### The clock network, run 1

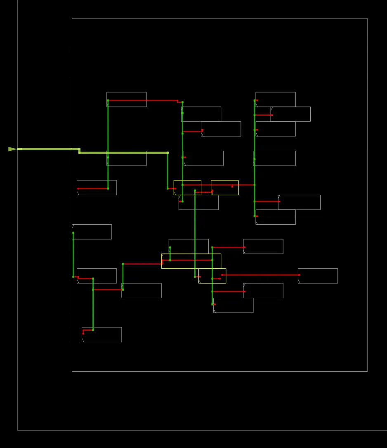
### Register map, names as in the netlist, run 1

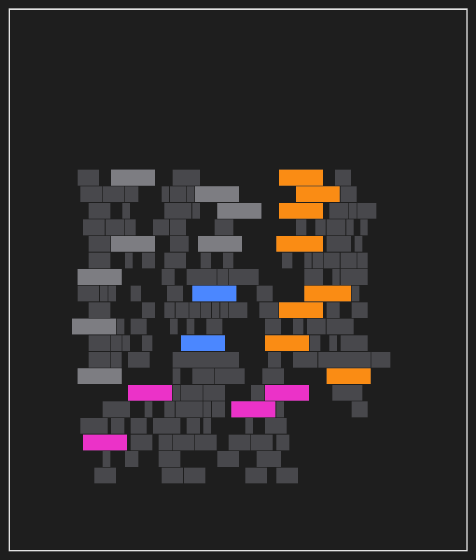
### Clock distribution, run 1

Bar = 20 um.
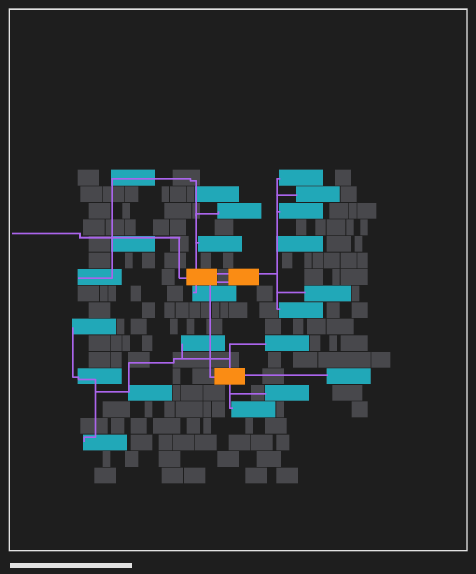
File: src/rtl/guess_game_ctrl.sv
// guess_game_ctrl: number-guessing game FSM that captures a random target, scores guesses and locks out after each result
module guess_game_ctrl #(
  parameter int MAX_TRIES   = 5,
  parameter int LOCK_CYCLES = 8
) (
  input  logic       clk,
  input  logic       rst,
  input  logic [3:0] rand_num,
  input  logic       new_game,
  input  logic [3:0] guess,
  input  logic       guess_pulse,
  output logic       too_high,
  output logic       too_low,
  output logic       win,
  output logic       lose,
  output logic [3:0] attempts_left,
  output logic       game_active,
  output logic       ready,
  output logic [3:0] target_out
);
  typedef enum logic [1:0] {IDLE, PLAY, WIN, LOSE} state_t;
  state_t     state_q;
  logic [3:0] target_q;
  logic [3:0] attempts_q;
  logic [7:0] lock_q;
  logic       too_high_q;
  logic       too_low_q;
  logic       win_q;
  logic       lose_q;
  logic       done;
  assign done          = (state_q == WIN) || (state_q == LOSE);
  assign ready         = !done || (lock_q == 8'd0);
  assign game_active   = (state_q == PLAY);
  assign target_out    = done ? target_q : 4'd0;
  assign too_high      = too_high_q;
  assign too_low       = too_low_q;
  assign win           = win_q;
  assign lose          = lose_q;
  assign attempts_left = attempts_q;
  // Later assignments in this block override the lock countdown when a game ends.
  always_ff @(posedge clk) begin
    if (!rst) begin
      state_q    <= IDLE;
      target_q   <= 4'd0;
      attempts_q <= 4'd0;
      lock_q     <= 8'd0;
      too_high_q <= 1'b0;
      too_low_q  <= 1'b0;
      win_q      <= 1'b0;
      lose_q     <= 1'b0;
    end else begin
      if (lock_q != 8'd0) lock_q <= lock_q - 8'd1;
      if (ready && new_game) begin
        state_q    <= PLAY;
        target_q   <= rand_num;
        attempts_q <= 4'(MAX_TRIES);
        too_high_q <= 1'b0;
        too_low_q  <= 1'b0;
        win_q      <= 1'b0;
        lose_q     <= 1'b0;
      end else if (state_q == PLAY && guess_pulse && attempts_q != 4'd0) begin
        attempts_q <= attempts_q - 4'd1;
        too_high_q <= guess > target_q;
        too_low_q  <= guess < target_q;
        if (guess == target_q) begin
          win_q   <= 1'b1;
          state_q <= WIN;
          lock_q  <= 8'(LOCK_CYCLES);
        end else if (attempts_q == 4'd1) begin
          lose_q  <= 1'b1;
          state_q <= LOSE;
          lock_q  <= 8'(LOCK_CYCLES);
        end
      end
    end
  end
endmodule

File: config.mk
export PLATFORM = sky130hd
export DESIGN_NAME = guess_game_ctrl
export DESIGN_NICKNAME = d
export VERILOG_FILES = /design/src/rtl/guess_game_ctrl.sv
export SDC_FILE = /design/constraint.sdc
export NUM_CORES = 1
export LEC_CHECK = 0
export CORE_ASPECT_RATIO = 1.25
export CORE_MARGIN = 10
export CORE_UTILIZATION = 30
export DETAILED_ROUTE_END_ITERATION = 7
export HOLD_SLACK_MARGIN = 0.1
export SETUP_SLACK_MARGIN = 0.02
export SLEW_MARGIN = 20
export SYNTH_ARGS = -nofsm -noshare
export SYNTH_HDL_FRONTEND = slang
export SYNTH_SLANG_ARGS = --single-unit
File: constraint.sdc
create_clock -name clk -period 2.3 [get_ports clk]
set_input_delay 0.345 -clock clk [delete_from_list [all_inputs] [get_ports clk]]
set_output_delay 0.345 -clock clk [all_outputs]
set_load 0.03 [all_outputs]
==> GITHUB_STEP_SUMMARY, run 1 <==
## Implementation flow summary

| Metric | Value |
|---|---|
| Outcome | finished clean |
| Avg WL per Cell | 13.7 um |
| Post-Layout Inst Area | 1550 um^2 |
| Syn-to-layout area delta | 36.4% |
| Top cell type's share of synthesized area | 0.388 |
| Most frequent logic cell in the layout | clkdlybuf4s50_1 |
| Final TNS setup | 0 ns |
| TritonCTS clock tree | done |
| Largest fanout on the critical path | 2 |
| Max-slew violations | 0 |
| Classification of the worst setup path | reg2out |
| Kind of path behind the tightest hold check | reg2reg |
| Number of placement rows | 24 |
| Req. time, crit path | 1.96 ns |
| Total design power | 0.00167 W |
| Slowest stage delay, CP | 0.54 ns |
| Asr flop ratio synth | 0 |
| Y dimension of the die | 88.8 um |
| Placed wire-length estimate | 2190 um |
| Rel. slew slack | 0.651 |
| Placeable Area | 3570 um^2 |
| Sequential area share after synthesis | 0.388 |
| Cell with the largest stage delay on the worst path | or4b_4 |
| Via count of the first global-routing pass | 1066 |
| Synthesized area per cell | 9.08 um^2 |
| Clock insertion delay at the later pin of the skew report | 0.26 ns |
| Post-place instance area | 1450 um^2 |
| Post-layout minimum cycle time | 2.21 ns |
| Gr usage total | 0.0890 |
| Inserted Clock Buffers | 3 |
| Post-synthesis cell count from yosys | 125 |
| Diode insertion count for antenna repair | 0 |
| Number of OpenROAD warnings | 28 |
| Total of endpoints with negative setup slack in the final report | 0 |
| Floorplan die width | 75.0 um |
| Antenna violations before repair | 0 |
| Remaining number of nets flagged by the antenna check after routing | 0 |
| Number of filler cells placed in the layout | 348 |
| Clock Tree Root | clkbuf_8 |
| H-tree levels | 1 |
| Maximum frequency from static timing analysis | 453 MHz |
| Share of layout cells above drive strength 1 | 0.133 |
| Number of iterations in the first detailed-routing pass | 4 |
| Global placement routability congestion | 0.786 |
| Fraction of the cycle the final worst path needs | 0.959 |
| Worst Path Buf+Inv | 1 |
| CP Data Arrival Time | 1.86 ns |
| Clock-pin slew on the worst setup and hold paths | 0.08 ns |
-- 'The clock network' (at the start) --
skew final: 0.00448 ns
number of clock sinks: 22

-- 'Register map, names as in the netlist' (at the start) --
| signal | color | flops |
|---|---|---|
| lock_q | orange | 8 |
| target_q | magenta | 4 |
| state_q | blue | 2 |

-- 'Clock distribution' (at the start) --
[clock drivers] orange | count: 3
[clock wires] purple | length: 254 um
[flip-flops] cyan | count: 22
routed clock nets: 4

-- run 1: tightest hold or removal path, delay by kind of cell, from the launching register on --
kind | cells | cell delay (ns)
compound gates | 1 | 0.05
flops | 1 | 0.31
simple gates | 1 | 0.05
-- run 1: path summary, 6_finish.rpt --
check                                from   endpoint  slack (ns)  cells after the start
worst max-delay path            lock_q[2]      ready        0.09                      4
worst min-delay path              too_low    too_low        0.46                      2
worst max register to register  lock_q[0]  lock_q[1]        0.38                      6
worst min register to register    too_low    too_low        0.46                      2
-- run 1: flip-flops by register name, indices dropped and copies added (netlist names) --
name and flops:
lose 1, target_q 4, win 1, state_q 2
lock_q 8, attempts_left 4, too_low 1, too_high 1
-- run 1: cells by family (layout without fill, tap and decap cells) --
logic type	count (synthesis)	count (layout)	share of synthesized area
AOI/OAI and AO/OA	21	21	0.130
xor gates and xnor gates	8	8	0.0617
adders and majority gates	8	8	0.0882
buffers and inverters	10	43	0.0342
DFF	22	22	0.388
muxes	4	4	0.0353
and+or+nand+nor	52	52	0.262
-- run 1: power breakdown --
group	switching, W	total (W)	internal (W)
combinational	0.000371	0.000756	0.000385
sequential	0.0000937	0.000565	0.000471
clock	0.000118	0.000351	0.000232
total	0.000583	0.00167	0.00109
-- run 1: cell type report --
cell class / count / area, um^2 / share of cell area
multi-input combinational: 93 / 662 / 0.428
clock inverter: 1 / 30.0 / 0.0194
tap: 39 / 48.8 / 0.0315
timing repair buffer: 30 / 289 / 0.187
sequential: 22 / 443 / 0.286
inverter: 9 / 33.8 / 0.0218
clock buffer: 3 / 41.3 / 0.0267
-- run 1: through the flow --
step                cells  utilization  setup slack, ns  hold WS, ns
global route          197        0.433           0.0247        0.492
finish                197        0.433           0.0939        0.462
detailed placement    191        0.405            0.128        0.456
global placement      191        0.405            0.183        0.449
floorplan             125            -            0.202        0.463
CTS                   197        0.432           0.0327        0.471
-- run 1: metal layers --
metal | GRT usage | part of all wire | vias to the layer above
met3 | 0.0381 | 0.072 | 0
met2 | 0.150 | 0.49 | 14
met1 | 0.102 | 0.44 | 452
li1 | - | - | 504
met5 | 0 | 0 | -
met4 | 0.0172 | 0 | 0
-- run 1: repair_timing --
item,CTS,global route
gates resized,3,2
endpoints found under the setup margin,1,1
setup buffers,2,0
pin swaps,1,2
hold endpoints to repair,0,0
-- run 1: Yosys cell counts (2+ instances only) --
master	number
xor2_1	2
nor3b_1	3
or4_1	2
and2_1	4
mux2i_1	4
nand2_1	5
xnor2_1	6
ha_1	8
inv_1	8
nor2_1	16
nand3_1	3
a21oi_1	8
nor3_1	7
nand2b_1	2
dfxtp_1	22
nor2b_1	2
==> run 1 -> run 2 <==
--- a/config.mk
+++ b/config.mk
@@ -9,6 +9,7 @@
 export CORE_MARGIN = 10
 export CORE_UTILIZATION = 30
 export DETAILED_ROUTE_END_ITERATION = 7
+export GPL_ROUTABILITY_DRIVEN = 1
 export HOLD_SLACK_MARGIN = 0.1
 export SETUP_SLACK_MARGIN = 0.02
 export SLEW_MARGIN = 20
### Logic cells by family, run 2

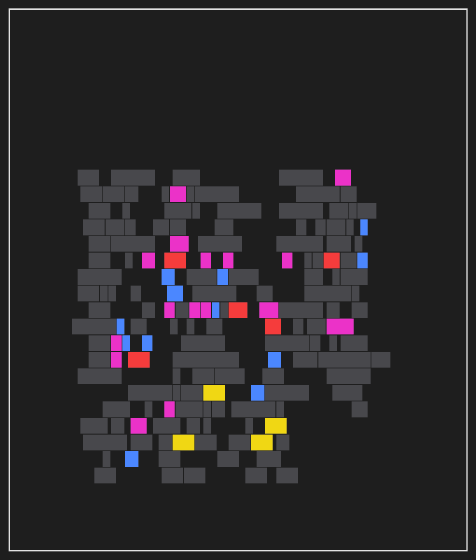
| family | color | cells |
|---|---|---|
| NAND gates | blue | 12 |
| multiplexers | yellow | 4 |
| inverting AOI/OAI gates | magenta | 16 |
| AND-OR and OR-AND gates | red | 5 |

### The clock network, run 2

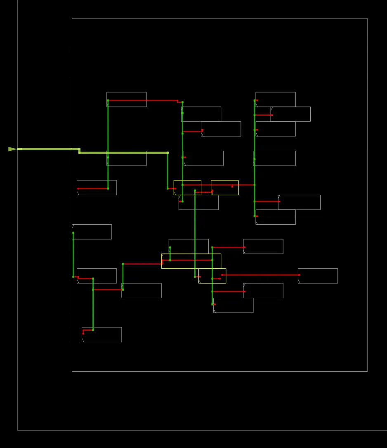
tally of clock buffers in the finished layout: 3
clk pwr: 0.000351 W
count of flip-flops and latches: 22
Inserted Clock Buffers: 3
clock insertion delay at the later pin of the skew report: 0.26 ns

==> GITHUB_STEP_SUMMARY, run 2 <==
## Implementation flow summary

| Metric | Value |
|---|---|
| Maximum frequency from static timing analysis | 453 MHz (unchanged) |
| Y dimension of the die | 88.8 um (unchanged) |
| Placeable Area | 3570 um^2 (unchanged) |
| Final non-filler cell total | 197 (unchanged) |
| Skew final | 0.00448 ns (unchanged) |
| Slowest stage delay, CP | 0.54 ns (about the same) |
| Number of iterations in the first detailed-routing pass | 4 (unchanged) |
| Count of placed standard cells including taps | 191 (unchanged) |
| Worst slack at placement | 0.128 ns (unchanged) |
| Kind of path behind the tightest hold check | reg2reg |
| Commonest cells in the synthesized netlist | dfxtp_1, nor2_1, a21oi_1, ha_1, inv_1 |
| Cell with the largest stage delay on the worst path | or4b_4 |
| Max-slew violations | 0 (unchanged) |
| Launch instance of the worst min-delay path | too_low |
| Final worst slack | 0.0939 ns (unchanged) |
| Synthesized area per cell | 9.08 um^2 (unchanged) |
| Gr usage total | 0.0890 (unchanged) |
| Remaining number of nets flagged by the antenna check after routing | 0 (unchanged) |
| Clock Tree Root | clkbuf_8 |
| Top cell type's share of synthesized area | 0.388 (unchanged) |
| Floorplan die width | 75.0 um (unchanged) |
| Most frequent logic cell in the layout | clkdlybuf4s50_1 |
| Classification of the worst setup path | reg2out |
| Number of clock sinks | 22 (unchanged) |
| Post-layout minimum cycle time | 2.21 ns (unchanged) |
| Max FFs per register | 8 (unchanged) |
| Clock power frac | 0.210 (about the same) |
| CP Data Arrival Time | 1.86 ns (about the same) |
| TritonCTS clock tree | done |
| Fraction of the cycle the final worst path needs | 0.959 (unchanged) |
| Outcome | finished clean |
| Beginning of the critical path | lock_q[2] |
| Share of layout cells above drive strength 1 | 0.133 (unchanged) |
| H-tree levels | 1 (unchanged) |
| Cell internal power dissipation | 0.00109 W (unchanged) |
| Antenna violations before repair | 0 (unchanged) |
| Placed wire-length estimate | 2190 um (unchanged) |
| Register containing the most flip-flops in the final layout | lock_q |
| Total of endpoints with negative setup slack in the final report | 0 (unchanged) |
| Asr flop ratio synth | 0 (unchanged) |
| Avg WL per Cell | 13.7 um (unchanged) |
| Final core utilization | 0.433 (unchanged) |
## run 2: cell counts in the layout (fill, tap and decap cells not counted)
No cell type changed its count.
## run 2: through the flow
stage | area [um^2] | hold WS (ns)
2_1_floorplan | 1130 | 0.463
3_3_place_gp | 1450 | 0.449
3_5_place_dp | 1450 | 0.456
4_1_cts | 1540 | 0.471
5_1_grt | 1550 | 0.492
6_report | 1550 | 0.462
## run 2: path summary, 6_finish.rpt
kind / end / slack [ns] / depth (start not counted)
worst max-delay path: ready / 0.09 / 4
worst min register to register: too_low / 0.46 / 2
worst min-delay path: too_low / 0.46 / 2
worst max register to register: lock_q[1] / 0.38 / 6
## run 2: layer usage
metal	routed length, um	GRT usage	up-vias
met5	0	0	-
met4	0	0.0172	0
met3	195	0.0381	0
met2	1330	0.150	14
met1	1180	0.102	452
li1	-	-	504
## run 2: area by class of cell
class,instances,area (um^2)
Tap cell,39,48.8
Timing Repair Buffer,30,289
Fill cell,348,2030
Inverter,9,33.8
Clock buffer,3,41.3
Multi-Input combinational cell,93,662
Sequential cell,22,443
Clock inverter,1,30.0
## run 2: cell families after synthesis
| logic type | synth area share |
|---|---|
| multiplexers | 0.0353 |
| AND/OR/NAND/NOR | 0.262 |
| adder cells (fa/ha/maj) | 0.0882 |
| flip-flops | 0.388 |
| buffers and inverters | 0.0342 |
| XOR/XNOR | 0.0617 |
| AND-OR/OR-AND | 0.130 |
## run 2: worst max-delay path: cells and delay by family, from the launching register on
kind	cells	cell delay, ns
buf+inv	1	0.13
flops	1	0.32
simple gates	3	1.15
## run 2: power by group through the flow
| stage | sequential, W | combinational [W] | clock [W] |
|---|---|---|---|
| 2_1_floorplan | 0.000567 | 0.000532 | 0 |
| 3_3_place_gp | 0.000567 | 0.000697 | 0 |
| 3_5_place_dp | 0.000574 | 0.000707 | 0 |
| 4_1_cts | 0.000564 | 0.000762 | 0.000363 |
| 5_1_grt | 0.000582 | 0.000845 | 0.000378 |
| 6_report | 0.000565 | 0.000756 | 0.000351 |
## run 2: repair_timing
item / CTS / global route
setup endpoints to repair: 1 / 1
pin swaps: 1 / 2
resized: 3 / 2
endpoints found under the hold margin: 0 / 0
setup buffers: 2 / 0
cloned: 0 / 0
Power figures rest on the tool's default switching activity, not on a simulated workload.
